### src/rtl/axi_llc_evict_ctrl.sv
// LLC eviction sequencer. It arbitrates the miss ports, reads the tag state and
// drives the eviction box until a way is picked, then emits one refill descriptor.
package axi_llc_evict_pkg;
  typedef struct packed {
    int unsigned SetAssociativity;
    int unsigned IndexLength;
  } cfg_t;
endpackage

module axi_llc_evict_ctrl
  import axi_llc_evict_pkg::*;
#(
  parameter cfg_t         Cfg       = '{default: '0},
  parameter type          way_ind_t = logic,
  parameter int unsigned  NumPorts  = 2,
  parameter int unsigned  MaxWait   = 16,
  localparam int unsigned IdxW      = (Cfg.IndexLength == 0) ? 1 : Cfg.IndexLength,
  localparam int unsigned PortW     = (NumPorts > 1) ? $clog2(NumPorts) : 1
) (
  input  logic                     clk_i,
  input  logic                     rst_ni,
  input  logic [NumPorts-1:0]      req_valid_i,
  input  logic [NumPorts*IdxW-1:0] req_index_i,
  output logic [NumPorts-1:0]      req_ready_o,
  output logic                     tag_req_o,
  output logic [IdxW-1:0]          tag_index_o,
  input  logic                     tag_gnt_i,
  input  logic                     tag_rvalid_i,
  input  way_ind_t                 tag_valid_i,
  input  way_ind_t                 tag_dirty_i,
  input  way_ind_t                 tag_cmpt_i,
  output logic                     box_req_o,
  output way_ind_t                 box_valid_o,
  output way_ind_t                 box_dirty_o,
  output way_ind_t                 box_cmpt_o,
  input  way_ind_t                 box_way_i,
  input  logic                     box_evict_i,
  input  logic                     box_valid_i,
  output logic                     out_valid_o,
  input  logic                     out_ready_i,
  output logic [PortW-1:0]         out_port_o,
  output logic [IdxW-1:0]          out_index_o,
  output way_ind_t                 out_way_o,
  output logic                     out_evict_o,
  output logic [15:0]              retry_cnt_o
);

  localparam int unsigned      WaitW    = $clog2(MaxWait);
  localparam logic [WaitW-1:0] WaitLast = WaitW'(MaxWait - 1);

  typedef enum logic [2:0] {
    IDLE     = 3'd0,
    TAG_REQ  = 3'd1,
    TAG_WAIT = 3'd2,
    PICK     = 3'd3,
    OUT      = 3'd4
  } state_e;

  state_e           state_q, state_d;
  logic [PortW-1:0] rr_q, port_q, grant_port, rr_next;
  logic [IdxW-1:0]  index_q, grant_index;
  logic             grant_found;
  logic [WaitW-1:0] wait_q;
  logic             wait_done;

  // Round-robin: first valid port at or above rr_q, otherwise wrap to the lowest one.
  always_comb begin
    grant_found = 1'b0;
    grant_port  = '0;
    grant_index = '0;
    for (int unsigned i = 0; i < NumPorts; i++) begin
      if (!grant_found && (i >= 32'(rr_q)) && req_valid_i[i]) begin
        grant_found = 1'b1;
        grant_port  = PortW'(i);
        grant_index = req_index_i[i*IdxW +: IdxW];
      end
    end
    for (int unsigned i = 0; i < NumPorts; i++) begin
      if (!grant_found && req_valid_i[i]) begin
        grant_found = 1'b1;
        grant_port  = PortW'(i);
        grant_index = req_index_i[i*IdxW +: IdxW];
      end
    end
  end

  always_comb begin
    req_ready_o = '0;
    if ((state_q == IDLE) && grant_found) begin
      req_ready_o[grant_port] = 1'b1;
    end
  end

  assign wait_done = (wait_q == WaitLast);
  assign rr_next   = (32'(port_q) == NumPorts - 1) ? '0 : port_q + PortW'(1);

  always_comb begin
    state_d = state_q;
    case (state_q)
      IDLE:     if (grant_found)  state_d = TAG_REQ;
      TAG_REQ:  if (tag_gnt_i)    state_d = TAG_WAIT;
      TAG_WAIT: if (tag_rvalid_i) state_d = PICK;
      PICK: begin
        if (box_valid_i)    state_d = OUT;
        else if (wait_done) state_d = TAG_REQ;
      end
      OUT:      if (out_ready_i)  state_d = IDLE;
      default:  state_d = IDLE;
    endcase
  end

  always_ff @(posedge clk_i or negedge rst_ni) begin
    if (!rst_ni) begin
      state_q <= IDLE;
    end else begin
      state_q <= state_d;
    end
  end

  // Request context, tag snapshot and box decision; each loads only on its state edge.
  always_ff @(posedge clk_i or negedge rst_ni) begin
    if (!rst_ni) begin
      rr_q        <= '0;
      port_q      <= '0;
      index_q     <= '0;
      wait_q      <= '0;
      retry_cnt_o <= '0;
      box_valid_o <= '0;
      box_dirty_o <= '0;
      box_cmpt_o  <= '0;
      out_way_o   <= '0;
      out_evict_o <= 1'b0;
    end else begin
      case (state_q)
        IDLE: begin
          if (grant_found) begin
            port_q  <= grant_port;
            index_q <= grant_index;
          end
        end
        TAG_WAIT: begin
          if (tag_rvalid_i) begin
            box_valid_o <= tag_valid_i;
            box_dirty_o <= tag_dirty_i;
            box_cmpt_o  <= tag_cmpt_i;
            wait_q      <= '0;
          end
        end
        PICK: begin
          if (box_valid_i) begin
            out_way_o   <= box_way_i;
            out_evict_o <= box_evict_i;
          end else if (wait_done) begin
            wait_q <= '0;
            if (retry_cnt_o != 16'hFFFF) begin
              retry_cnt_o <= retry_cnt_o + 16'd1;
            end
          end else begin
            wait_q <= wait_q + WaitW'(1);
          end
        end
        OUT: begin
          if (out_ready_i) begin
            rr_q <= rr_next;
          end
        end
        default: ;
      endcase
    end
  end

  assign tag_req_o   = (state_q == TAG_REQ);
  assign box_req_o   = (state_q == PICK);
  assign out_valid_o = (state_q == OUT);
  assign tag_index_o = index_q;
  assign out_index_o = index_q;
  assign out_port_o  = port_q;

endmodule

### config.mk
export PLATFORM = sky130hd
export DESIGN_NAME = axi_llc_evict_ctrl
export DESIGN_NICKNAME = d
export VERILOG_FILES = /design/src/rtl/axi_llc_evict_ctrl.sv
export SDC_FILE = /design/constraint.sdc
export NUM_CORES = 1
export LEC_CHECK = 0
export CAP_MARGIN = 40
export CORE_ASPECT_RATIO = 1.75
export CORE_MARGIN = 2
export CORE_UTILIZATION = 42
export CTS_BUF_LIST = sky130_fd_sc_hd__clkbuf_8 sky130_fd_sc_hd__clkbuf_16
export DETAILED_ROUTE_END_ITERATION = 10
export PLACE_DENSITY = 0.75
export SLEW_MARGIN = 20
export SYNTH_ARGS = -nofsm -noshare
export SYNTH_HDL_FRONTEND = slang
export SYNTH_SLANG_ARGS = --single-unit
### constraint.sdc
create_clock -name clk_i -period 1.7 [get_ports clk_i]
set_input_delay 0.425 -clock clk_i [delete_from_list [all_inputs] [get_ports clk_i]]
set_output_delay 0.425 -clock clk_i [all_outputs]
set_load 0.01 [all_outputs]
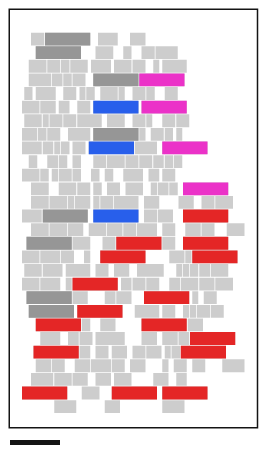
(run_1/ff_map.png)
Bar = 10 µm. Other sequential cells in the stronger gray, the rest of the logic in the fainter gray.
legend:
  red:
    signal: retry_cnt_o
    flops: 16
  blue:
    signal: state_q
    flops: 3
  magenta:
    signal: wait_q
    flops: 4
not colored: 8

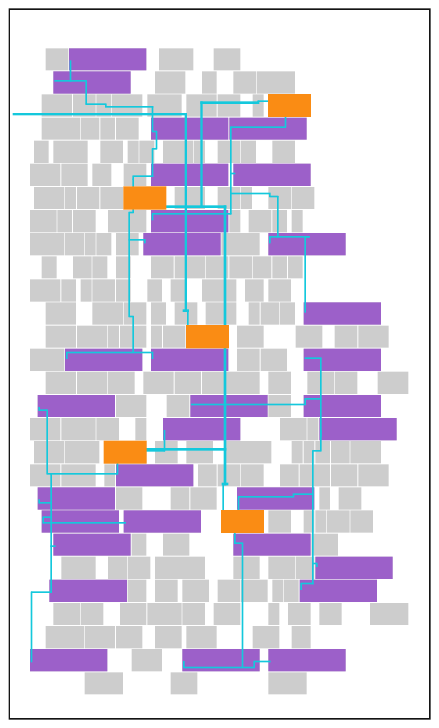
(run_1/clock_wires.png)
legend:
  orange:
    item: clock-net drivers
    count: 5
  purple:
    item: flip-flops
    count: 31
  cyan:
    item: clock wires
    length: 411 µm
flops lie: spread over the die
routed clock nets: 6

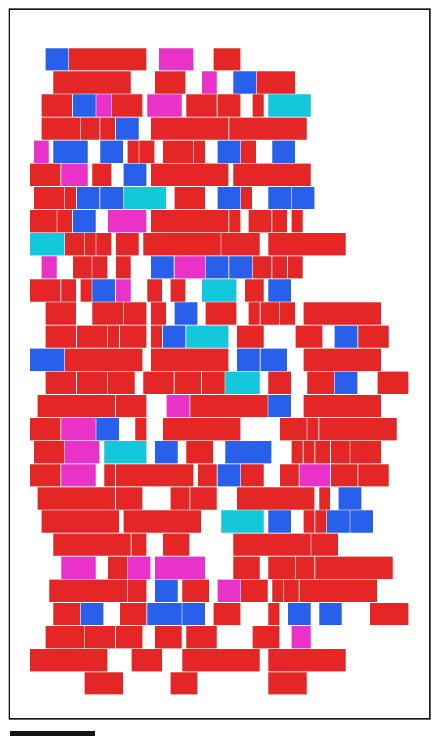
(run_1/sizing.png)
Bar = 10 µm.
legend:
  blue:
    size: x3 and x4
    cells: 42
  red:
    size: x1 and smaller
    cells: 153
  magenta:
    size: x2
    cells: 20
  cyan:
    size: x6 and larger
    cells: 8

==> run notes, run 1 <==
Per the detail_route log, the uppermost layer with routed signals is met4. The library cell with the highest instance count after synthesis is sky130_fd_sc_hd__dfrtp_1. The run gives 0.00126 µW for the leakage dissipation.

The synthesis run identifies the leading combinational cell family as simple AND/OR/NAND/NOR gates. The aggregate negative setup slack came out at -0.120 ns. The via count of the first global-routing pass was 1507; the xor/xnor share of the synthesized area was 0.0920.

STA reports a reg2reg setup slack of -0.06 ns. Sorting the synthesized cells by how often they occur yields 31 x sky130_fd_sc_hd__dfrtp_1, 11 x sky130_fd_sc_hd__nand2_1, 10 x sky130_fd_sc_hd__xor2_1, 9 x sky130_fd_sc_hd__nor2_1, 8 x sky130_fd_sc_hd__o21ai_0. Per the summary, power density relative to cell area is 1150 mW/mm². The type of origin of the critical path is a flip-flop. Per the detail_route log, met3 wirelength is 143 µm. The count of buffer and inverter cells on the critical path came out at 2. The arrival time at the worst endpoint was 1.96 ns; the number of max-cap violations was 0. The endpoint of the worst hold path is wait_q[3].

The mean cell area of the mapped netlist works out to 10.9 µm². The mux share of post-synthesis cell area is 0.0514, and the area fraction in compound gates is 0.0911. The tools report the power consumed by the clock network as 559 µW. The run gives 0.00340 mm² as the core area. The relative slew slack is 0.739, and the number of cells on the worst reg-to-reg path is 7. The timing report gives the clock slew at the launch and capture registers of the worst setup and hold paths as 0.07 ns. The tools report the final worst-path setup slack as -0.0563 ns. The iteration count of the initial detailed-routing pass was 4.

OpenSTA lists the critical path endpoint as retry_cnt_o[12]. Counting every net in the synthesized netlist gives 156. Including well taps, the total number of placed cells is 248.

The layout buffer count excluding clock buffers came out at 81. The pin count of the biggest net entering global routing was 32. The design draws 2700 µW.

The run gives 0.00411 mm² as the die footprint. The share of power burned in combinational logic was 0.428. Overall track demand over capacity in global routing: 0.204. The tools report the met3 capacity usage during global routing as 0.0504.

The run gives 6440 µm for the wire length of the first global-routing pass. The tools report the floorplan-stage core utilization as 0.444. STA puts the critical path data required time at 1.90 ns. The final critical-path share of the clock period was 1.03.

The CTS report gives the tree buffer count as 5. The run gives 139 as the gate count after technology mapping. The tools report the initial antenna violation count as 0.

In the Yosys report the total cell count is 139. The clock drives 31 sinks. The multi-input combinational cells in the finished layout cover a total of 724 µm². The dominant cell type by count on the critical path was sky130_fd_sc_hd__buf_4.

The gate family responsible for the most delay along the worst path was simple AND/OR/NAND/NOR gates. OpenROAD emitted warnings numbering 28. During I/O placement, the number of pins put on the boundary was 44. For this floorplan the total number of well-tap instances is 45. Per the OpenROAD floorplan log, the width of the die is 49.3 µm.

Most utilized layer in the global route result: met2. The checks that failed: negative setup slack. The final timing report lists a max-slew violation count of 0. The number of buffers added on ports was 43. Routed via count: 1406. Setup repair after global routing could not meet its margin everywhere. For the clock network fraction of total power, the log shows 0.207.

The cell area after synthesis was 0.00151 mm². Detailed routing placed a total of 2250 µm of wire on met2. The flop share of the area came out at 0.329. The switching share of power is 0.327.

Yosys attributes the largest share of cell area to sky130_fd_sc_hd__dfrtp_1 51%, sky130_fd_sc_hd__xor2_1 5.8%, sky130_fd_sc_hd__mux2_2 4.5%, sky130_fd_sc_hd__nand2_1 2.7%, sky130_fd_sc_hd__o21ai_0 2.7%. The critical path is of the reg2reg type. TritonCTS built the clock tree. The arithmetic-cell share of the synthesized area counting full adders, half adders and majority gates was 0.0166; the routed metal-1 wire length was 1340 µm. Per the synth log, the flip-flop and latch total comes to 31.

After detailed routing, the average wire length per cell comes to 14.5 µm. In this run the number of H-tree levels came out at 2. STA classifies the critical path endpoint as a flip-flop.

The tools report the layout sequential cell count as 31. The number of setup buffers added after CTS is 7. The longest clock path from root to sink contains 2 buffers.

Non-clock buffering overhead in the final layout: 0.299. Among all cell classes, the greatest summed area belongs to registers. For the combinational power, the log shows 1160 µW.

In this run the worst hold path is classified as reg2reg. The report shows a maximum critical-path fanout of 8. The logs give 23 for the iteration-0 DRC count of the detailed router and 0.000895 V for the maximum ir drop on the vdd rail. The met1 global-route usage came out at 0.200.

Summing all flip-flop and latch instances after layout gives 776 µm². The tools report the maximum clock skew at final layout as 0.00765 ns. The flow reports an fmax of 569 MHz. The startpoint of the tightest hold check path was wait_q[3]. The run finished, with violations left. The number of hold buffers added after CTS was 0. The run gives 1820 µW for the internal power. The group that draws the most power in this run is combinational logic. Per the detailed-route log, wirelength across all metal layers totals 3880 µm.

The critical path runs through a total of 7 cells. Counting flops with a built-in enable in the synthesized netlist gives 0. Largest area contributor in the netlist: sky130_fd_sc_hd__dfrtp_1. The simple-gate share of the synthesized area was 0.201; the tally of filler cells in the layout was 269. 0 antenna diodes ended up in the layout. The finished layout holds 268 standard cells, fillers aside. Total setup violations reported at the end of the flow: 6. The sum of net half-perimeters after detailed placement came out at 2770 µm.

With the Yosys chip area at 0.00151 mm², the proportion of layout cells with a drive suffix above 1 is 0.314. For this run, the slowest stage of the critical path takes 0.39 ns. With the core occupancy in the finished layout at 0.694, the number of antenna-violating nets in the routed design is 0. The inverter tally of the final layout excluding the clock network was 3.
run 1: cells in the final DEF (no fill, tap or decap), types with 2 or more instances in the layout:
master                            count
sky130_fd_sc_hd__ha_1                 2
sky130_fd_sc_hd__clkbuf_8             5
sky130_fd_sc_hd__mux2_2               6
sky130_fd_sc_hd__a31oi_1              2
sky130_fd_sc_hd__xnor2_1              4
sky130_fd_sc_hd__and3_1               2
sky130_fd_sc_hd__nand3_1              3
sky130_fd_sc_hd__xor2_1              10
sky130_fd_sc_hd__buf_2                4
sky130_fd_sc_hd__clkdlybuf4s50_1     26
sky130_fd_sc_hd__buf_4               36
sky130_fd_sc_hd__nand4_1              5
sky130_fd_sc_hd__nand3b_1             3
sky130_fd_sc_hd__nor3_1               2
sky130_fd_sc_hd__nand2_1             10
sky130_fd_sc_hd__nor2_1               8
sky130_fd_sc_hd__dlymetal6s2s_1       4
sky130_fd_sc_hd__dfrtp_1             31
sky130_fd_sc_hd__buf_6                3
sky130_fd_sc_hd__nor3_2               2
sky130_fd_sc_hd__and3_2               3
sky130_fd_sc_hd__inv_1                4
sky130_fd_sc_hd__o21ai_0              8
sky130_fd_sc_hd__dlygate4sd2_1        8
sky130_fd_sc_hd__a21oi_1              5
sky130_fd_sc_hd__and4_1               2
run 1: sequential cells by signal, indices dropped and copies added (netlist names):
signal	flops
rr_q	1
out_evict_o	1
out_index_o	1
box_cmpt_o	1
state_q	3
box_valid_o	1
box_dirty_o	1
wait_q	4
retry_cnt_o	16
out_port_o	1
out_way_o	1
run 1: metrics by stage:
| step | cell area (µm²) | hold slack [ns] |
|---|---|---|
| after floorplan | 1510 | 0.129 |
| after global placement | 2150 | 0.461 |
| after detailed placement | 2150 | 0.481 |
| after CTS | 2290 | 0.489 |
| after global routing | 2360 | 0.522 |
| final | 2360 | 0.508 |
==> run_1/clock_nets.png <==
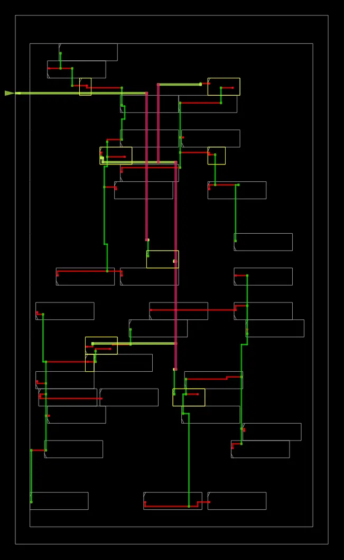

==> run 1 -> run 2 <==
--- a/config.mk
+++ b/config.mk
@@ -8,10 +8,9 @@
 export CAP_MARGIN = 40
 export CORE_ASPECT_RATIO = 1.75
 export CORE_MARGIN = 2
-export CORE_UTILIZATION = 42
+export CORE_UTILIZATION = 25
 export CTS_BUF_LIST = sky130_fd_sc_hd__clkbuf_8 sky130_fd_sc_hd__clkbuf_16
 export DETAILED_ROUTE_END_ITERATION = 10
-export PLACE_DENSITY = 0.75
 export SLEW_MARGIN = 20
 export SYNTH_ARGS = -nofsm -noshare
 export SYNTH_HDL_FRONTEND = slang
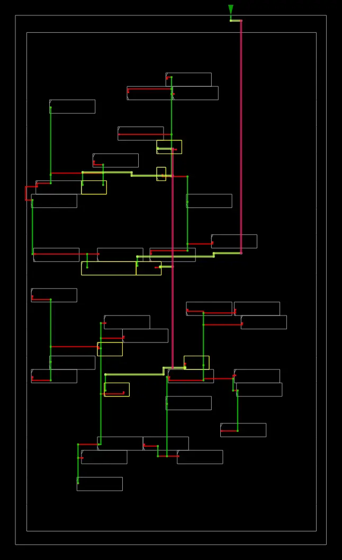
(run_2/clock_nets.png)
CTS buffer count: 5
clk sink count: 31

==> run 2 against run 1 <==
Net effect:
- the flow still finishes with violations (negative setup slack)
- global-route usage is 8.6 points lower
- sequential cell count stayed put
- synthesized cell count stayed put
- die size is 63% higher
- via count is 6.6% lower
- combinational power is 7% lower
- first-iteration DRC count is 26% lower
- hold slack worse by 0.029 ns
- fmax is 1.3% higher
- non-clock buffer count is 1 lower
- worst setup slack better by 0.022 ns
==> run notes, run 2 <==
The run finished, with violations left. The final reports fail on negative setup slack. The overall power of the completed layout was 2820 µW (+4.5%); the biggest cell delay along the critical path was 0.40 ns (about the same). The standard cell with the maximum stage delay on the critical path was sky130_fd_sc_hd__dfrtp_1. The iteration count of the initial detailed-routing pass was 3 (-1). The maximum clock skew at final layout came out at 0.00496 ns (-0.00269 ns). The largest registers in the layout are retry_cnt_o (16), wait_q (4), state_q (3).

The share of async-settable or async-resettable flops after synthesis works out to 1.00. Per the cell usage report, the commonest logic cells after layout are 33 x sky130_fd_sc_hd__buf_4, 31 x sky130_fd_sc_hd__dfrtp_1, 25 x sky130_fd_sc_hd__clkdlybuf4s50_1. The routed length per instance is 11.8 µm (-19%), and the tally of non-filler cells in the final layout is 300 (+12%).

For reference, the top cells by area after synthesis are sky130_fd_sc_hd__dfrtp_1 51%, sky130_fd_sc_hd__xor2_1 5.8%, sky130_fd_sc_hd__mux2_2 4.5%, sky130_fd_sc_hd__nand2_1 2.7%, sky130_fd_sc_hd__o21ai_0 2.7%. The wire length of the first global-routing pass is 6250 µm (-3.0%). For the buffer depth of the longest clock path, the log shows 2 (unchanged). Gate family responsible for the most delay along the worst path: flip-flops. The run gives 0.11 ns (+0.17 ns) for the reg2reg setup slack. The run gives 0.07 ns (about the same) for the clock-pin slew on the worst setup and hold paths. The run gives 0.00225 mm² (+4.6%) for the post-place instance area. The logs give -0.0343 ns (+0.0220 ns) for the final worst-path setup slack and 1080 µW (-7%) for the combinational power.

The number of slew-limit violations in the final report came out at 0 (unchanged). With the gate count after technology mapping at 139 (unchanged), the post-synthesis sequential element count is 31 (unchanged). The transition time recorded at the tightest slew-check pin is 0.289 ns. The tools report the relative slew slack as 0.807 (+0.0679). The run gives 5 (-2) for the number of cells on the worst reg-to-reg path. The tools report the type of origin of the critical path as a flip-flop. The synthesized net count was 156 (unchanged). The die footprint was 0.00670 mm² (+63%); the via count of the first global-routing pass was 1377 (-8.6%).

For the clock network fraction of total power, the log shows 0.270 (+0.063). With the number of flip-flops in the largest register at 16 (unchanged), the required time of the worst setup path is 1.27 ns (-0.63 ns). The end point of the critical path was req_ready_o[0]. The count of buffer and inverter cells on the critical path came out at 2 (unchanged). The aggregate negative setup slack is -0.0369 ns (+0.0831 ns). The post-synth tally of flip-flops with integrated enable was 0 (unchanged); the number of buffers added on ports was 43 (unchanged). With the final critical-path share of the clock period at 1.02 (-0.0129), the upper clock frequency limit is 577 MHz (+1.3%). The run gives 0 (unchanged) for the number of max-cap violations.

The tools report the boundary pin count as 44 (unchanged). The main power-consuming group was combinational logic. The total stage count of the critical path was 5 (-2).

Tracing the worst setup path back leads to its startpoint at state_q[0]. The worst setup path is captured at an output pin. Core area: 0.00588 mm² (+73%).

With the number of H-tree levels at 2 (unchanged), the die span in x is 62.8 µm (+27%). The run gives 0.00151 mm² (unchanged) as the Yosys chip area. TritonCTS built the clock tree. Power attributed to sequential cells is 981 µW. By instance count, the leading cell after synthesis is sky130_fd_sc_hd__dfrtp_1. The top fanout value on the critical path is 4 (-4), and the initial antenna violation count is 0 (unchanged).

For the overall track demand over capacity in global routing, the log shows 0.118 (-0.0858). The run gives 0.257 (-0.188) for the floorplan-stage core utilization. The count of inserted antenna diode cells came out at 0 (unchanged).

The critical path is of the reg2out type. Total number of warnings across the stage logs: 28 (unchanged). The total setup violations reported at the end of the flow was 2 (-4). Setup repair after global routing could not meet its margin everywhere. The tools report the sum of net half-perimeters after detailed placement as 2600 µm (-6.3%). The final design area excluding fillers came out at 0.00242 mm² (+2.6%).

The logs give 0.514 for the sequential area share after synthesis and 1.31 ns (-0.65 ns) for the arrival time at the worst endpoint. The run gives 762 µW (+36%) as the power consumed by the clock network. Per the hold report, the tightest min-delay path originates at wait_q[3]. In this run the worst hold path is classified as reg2reg. The run gives 32 (unchanged) as the pin count of the biggest net entering global routing. The number of placed instances with taps included came out at 287 (+16%).

The tools report the leakage dissipation as 0.00125 µW (-0.83%). The total wirelength of the detailed-routed design was 3540 µm (-8.9%). Yosys reports that the most numerous cell types are 31 x sky130_fd_sc_hd__dfrtp_1, 11 x sky130_fd_sc_hd__nand2_1, 10 x sky130_fd_sc_hd__xor2_1, 9 x sky130_fd_sc_hd__nor2_1, 8 x sky130_fd_sc_hd__o21ai_0.

Summed over all instances, the cell type with the most area after synthesis is sky130_fd_sc_hd__dfrtp_1. By instance count after routing, the leading logic cell type is sky130_fd_sc_hd__buf_4. With the count of instantiated cells in the yosys netlist at 139 (unchanged), the iteration-0 DRC count of the detailed router is 17 (-26%). The run gives 0.306 (-0.00760) for the proportion of layout cells with a drive suffix above 1.

The internal power is 1990 µW (+9.3%), and the power density over the cells is 1170 mW/mm² (+1.9%). The switching share of power works out to 0.296 (-0.0308). The register with the most flip-flops was retry_cnt_o. The logs give 0.383 (-0.045) for the share of power burned in combinational logic and 0.000900 V (+0.56%) for the maximum ir drop on the vdd rail.

With the routed via count at 1313 (-6.6%), the mean cell area of the mapped netlist is 10.9 µm² (unchanged). The tools report the cell area after synthesis as 0.00151 mm² (unchanged). The run gives 0 (unchanged) as the number of antenna-violating nets in the routed design.
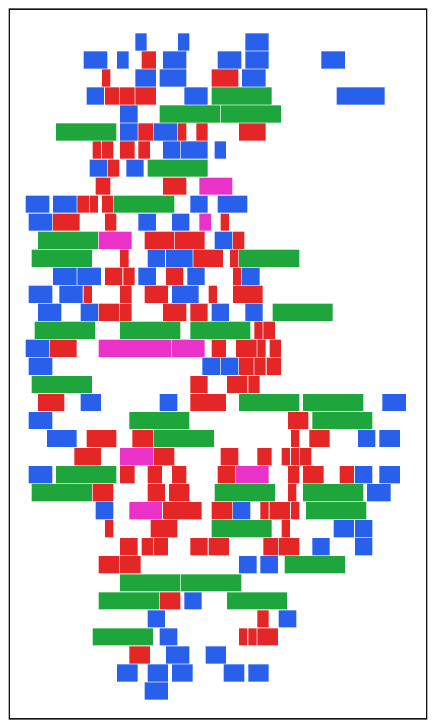
(run_2/class_map.png)
legend:
  red:
    class: remaining logic cells
    cells: 103
  green:
    class: sequential cells
    cells: 31
  magenta:
    class: clock drivers and dummy loads
    cells: 8
  blue:
    class: remaining buffers and delay cells
    cells: 80

## run 2: cell count changes in the layout (fill, tap and decap cells not counted), sizes merged
cell / delta
dlygate4sd2: +3
inv: -1
bufinv: +1
dlymetal6s2s: -2
buf: -1
clkinvlp: -1
clkbuf: +1
clkdlybuf4s50: -1
## run 2: logic make-up (layout without fill, tap and decap cells)
group,Yosys count,count (layout),synth area share
and+or+nand+nor,53,53,0.201
DFF,31,31,0.514
AOI/OAI and AO/OA,23,23,0.0911
xor gates and xnor gates,15,15,0.0920
buffers and inverters,8,91,0.0340
muxes,7,7,0.0514
adders and majority gates,2,2,0.0166
## run 2: worst min-delay path by stage
stage	cells past startpoint	to
6_report	1	wait_q[3]
5_1_grt	2	box_dirty_o
4_1_cts	1	wait_q[3]
3_5_place_dp	1	wait_q[3]
3_3_place_gp	1	wait_q[3]
2_1_floorplan	0	box_cmpt_o
## run 2: what timing repair did
item | CTS | global route
gates resized | 41 | 3
pin swaps | 3 | 4
endpoints found under the setup margin | 26 | 14
setup buffers | 4 | 2
hold buffers | 0 | 0
## run 2: final cells by class
| type | instances | area (µm²) |
|---|---|---|
| Timing Repair Buffer | 80 | 704 |
| Inverter | 3 | 11.3 |
| Sequential cell | 31 | 776 |
| Clock inverter | 2 | 35.0 |
| Clock buffer | 6 | 82.6 |
| Multi-Input combinational cell | 100 | 712 |
| Tap cell | 78 | 97.6 |
| Fill cell | 609 | 3460 |
## run 2: routing by layer
metal  GRT usage  share of wire  vias to the layer above
met5           0              0                        -
met4      0.0619          0.026                        0
met3      0.0262          0.037                        6
met2       0.207           0.54                       26
met1       0.132           0.40                      625
li1            -              -                      656
## run 2: through the flow
step	hold slack, ns	util
floorplan	0.129	-
global placement	0.469	0.383
detailed placement	0.472	0.383
CTS	0.485	0.408
global route	0.513	0.411
finish	0.479	0.411
==> run 2 -> run 3 <==
--- a/config.mk
+++ b/config.mk
@@ -11,7 +11,7 @@
 export CORE_UTILIZATION = 25
 export CTS_BUF_LIST = sky130_fd_sc_hd__clkbuf_8 sky130_fd_sc_hd__clkbuf_16
 export DETAILED_ROUTE_END_ITERATION = 10
-export SLEW_MARGIN = 20
+export SLEW_MARGIN = 25
 export SYNTH_ARGS = -nofsm -noshare
 export SYNTH_HDL_FRONTEND = slang
 export SYNTH_SLANG_ARGS = --single-unit
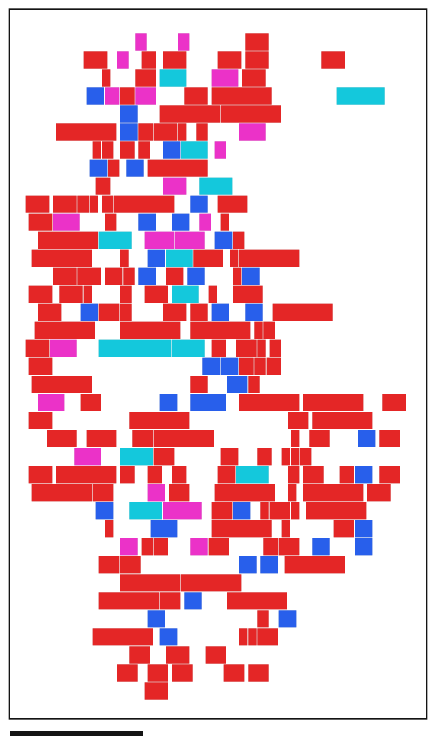
(run_3/sizing.png)
Bar = 20 µm.
legend:
  magenta:
    size: x2
    cells: 20
  cyan:
    size: x6 and larger
    cells: 12
  red:
    size: x1 and smaller
    cells: 154
  blue:
    size: x3 and x4
    cells: 36

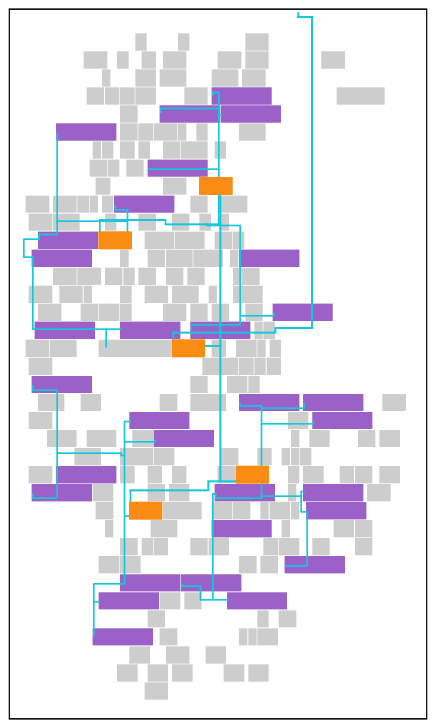
(run_3/clock_wires.png)
power consumed by the clock network: 762 µW
part of the power in the clock network: 0.270
clock latency of the later-clocked register in the worst-skew pair: 0.29 ns
final clock skew: 0.00496 ns

==> run 3 against run 2 <==
Net effect:
- the run still ends with negative setup slack left
- design area is the same
- core utilization is the same
- global-route usage is the same
- largest power group unchanged
- power is the same
- critical endpoint unchanged
- combinational power is essentially flat
==> run notes, run 3 <==
Core area: 0.00588 mm² (unchanged). For the arrival time at the worst endpoint, the log shows 1.31 ns (about the same). The run gives 0.00225 mm² (unchanged) for the post-place instance area.

After synthesis, the most frequently instantiated cells are 31 x sky130_fd_sc_hd__dfrtp_1, 11 x sky130_fd_sc_hd__nand2_1, 10 x sky130_fd_sc_hd__xor2_1, 9 x sky130_fd_sc_hd__nor2_1, 8 x sky130_fd_sc_hd__o21ai_0. For the final design area excluding fillers, the log shows 0.00242 mm² (unchanged). The run gives 0 (unchanged) as the number of antenna-violating nets in the routed design. The run gives 2 (unchanged) for the count of buffer and inverter cells on the critical path. The overall power of the completed layout came out at 2820 µW (unchanged).

The proportion of layout cells with a drive suffix above 1 is 0.306 (unchanged). Biggest cell delay along the critical path: 0.40 ns (about the same). The flow ran to the end, but the final reports show violations. With the iteration count of the initial detailed-routing pass at 3 (unchanged), the total wirelength of the detailed-routed design is 3540 µm (unchanged). The library cell with the highest instance count after synthesis was sky130_fd_sc_hd__dfrtp_1.

For the number of H-tree levels, the log shows 2 (unchanged). The sum of net half-perimeters after detailed placement was 2600 µm (unchanged); the required time of the worst setup path was 1.27 ns (about the same). The logs give 31 (unchanged) for the sink count of the clock tree and 0.00151 mm² (unchanged) for the cell area after synthesis.

With the total setup violations reported at the end of the flow at 2 (unchanged), the relative slew slack is 0.807 (unchanged). The tools report the pin count of the biggest net entering global routing as 32 (unchanged). The die span in x came out at 62.8 µm (unchanged). TritonCTS built the clock tree. The run gives 6 (unchanged) for the layout clock buffer count. With the share of async-settable or async-resettable flops after synthesis at 1.00 (unchanged), the number of buffers added on ports is 43 (unchanged). The sequential area share after synthesis came out at 0.514 (unchanged). The cell count of the worst hold path came out at 1 (unchanged). The number of tap cells added at floorplan is 78 (unchanged). Initial antenna violation count: 0 (unchanged). The type of origin of the critical path was a flip-flop.

The inverter tally of the final layout excluding the clock network came out at 3 (unchanged). The final critical-path share of the clock period works out to 1.02 (unchanged). The type of the setup path with the least slack was reg2out.

The endpoint type of the worst setup path was an output pin. Ranked by total cell area, the synthesized netlist is headed by sky130_fd_sc_hd__dfrtp_1 51%, sky130_fd_sc_hd__xor2_1 5.8%, sky130_fd_sc_hd__mux2_2 4.5%, sky130_fd_sc_hd__nand2_1 2.7%, sky130_fd_sc_hd__o21ai_0 2.7%. The run gives 0.118 (unchanged) as the overall track demand over capacity in global routing.

With the number of max-cap violations at 0 (unchanged), the flop share of the area is 0.321 (unchanged). The run gives 139 (unchanged) for the count of instantiated cells in the yosys netlist. With the post-synthesis sequential element count at 31 (unchanged), the number of placed instances with taps included is 287 (unchanged). The die footprint was 0.00670 mm² (unchanged); the routed via count was 1313 (unchanged). With the maximum ir drop on the vdd rail at 0.000900 V (unchanged), the logic share of the area is 0.294 (unchanged). The final reports fail on negative setup slack. The total stage count of the critical path works out to 5 (unchanged).

The cell type that accounts for the most area after synthesis is sky130_fd_sc_hd__dfrtp_1. The boundary pin count is 44 (unchanged), and the post-synth tally of flip-flops with integrated enable is 0 (unchanged). The run gives 0.00151 mm² (unchanged) for the Yosys chip area. Among all cell classes, the greatest summed area belongs to registers. With the met3 capacity usage during global routing at 0.0262 (unchanged), the top fanout value on the critical path is 4 (unchanged). The top cell type in the final layout, fill and taps aside, is sky130_fd_sc_hd__buf_4.

The clock-pin slew on the worst setup and hold paths was 0.07 ns (about the same). Global routing put the most usage on met2. The registers reported with the highest flop counts are retry_cnt_o (16), wait_q (4), state_q (3). The register with the most flip-flops is retry_cnt_o. The gate family responsible for the most delay along the worst path is flip-flops. The number of logic gates came out at 100 (unchanged). Number of slew-limit violations in the final report: 0 (unchanged). The power density over the cells is 1170 mW/mm² (unchanged).

Setup repair after global routing could not meet its margin everywhere. The storage element area came out at 776 µm² (unchanged). The non-clock buffering overhead in the final layout works out to 0.291 (unchanged). The run gives 577 MHz (unchanged) as the upper clock frequency limit. The CTS buffer count is 5 (unchanged). The mean cell area of the mapped netlist works out to 10.9 µm² (unchanged).

The run gives 0 (unchanged) as the hold buffer count at CTS. The standard cell with the maximum stage delay on the critical path was sky130_fd_sc_hd__dfrtp_1. The tools report the routing usage on met2 as 0.207 (unchanged). The startpoint identified for the worst hold timing path is wait_q[3].

The tally of non-filler cells in the final layout was 300 (unchanged). The count of inserted antenna diode cells came out at 0 (unchanged). The tally of filler cells in the layout is 609 (unchanged), and the number of cells on the worst reg-to-reg path is 5 (unchanged). The run gives 6250 µm (unchanged) for the wire length of the first global-routing pass. The run gives 712 µm² (unchanged) as the combinational gate area.

The logs give -0.0343 ns (unchanged) for the final worst-path setup slack and 17 (unchanged) for the iteration-0 DRC count of the detailed router. With the floorplan-stage core utilization at 0.257 (unchanged), the routed length per instance is 11.8 µm (unchanged). The number of flip-flops in the largest register came out at 16 (unchanged). The path class of the tightest hold or removal check is reg2reg.
run 3: what timing repair did:
| action | in CTS | in global routing |
|---|---|---|
| gates resized | 41 | 3 |
| endpoints found under the setup margin | 26 | 14 |
| pin swaps | 3 | 4 |
| hold endpoints to repair | 0 | 0 |
| setup buffers | 4 | 2 |
run 3: power breakdown:
group	leakage [µW]	internal [µW]	total, µW	switching, µW
clock network	0.0000612	474	762	288
registers	0.000413	882	981	99.0
logic	0.000773	631	1080	450
total	0.00125	1990	2820	837
run 3: metrics by stage:
stage | setup TNS, ns | hold slack (ns) | util
floorplan | 0 | 0.129 | -
global placement | -6.43 | 0.469 | 0.383
detailed placement | -6.54 | 0.472 | 0.383
CTS | -0.0588 | 0.485 | 0.408
global route | -0.185 | 0.513 | 0.411
finish | -0.0369 | 0.479 | 0.411
run 3: routing by layer:
metal,wire length [µm],vias up
met5,0,-
met4,91,0
met3,131,6
met2,1910,26
met1,1410,625
li1,-,656
run 3: cell families (layout without fill, tap and decap cells):
logic type,after synthesis,count (layout),synth area share
simple gates,53,53,0.201
compound gates,23,23,0.0911
buf+inv,8,91,0.0340
fa+ha+maj,2,2,0.0166
xor+xnor,15,15,0.0920
mux,7,7,0.0514
flops,31,31,0.514
run 3: path summary, 6_finish.rpt:
path / slack [ns] / end
min in group asynchronous: 0.50 / out_evict_o
max in group asynchronous: 1.03 / retry_cnt_o[5]
worst min-delay path: 0.48 / wait_q[3]
worst max register to register: 0.11 / retry_cnt_o[1]
worst max-delay path: -0.03 / req_ready_o[0]
worst min register to register: 0.48 / wait_q[3]
Power is estimated from default activity; no workload was simulated.
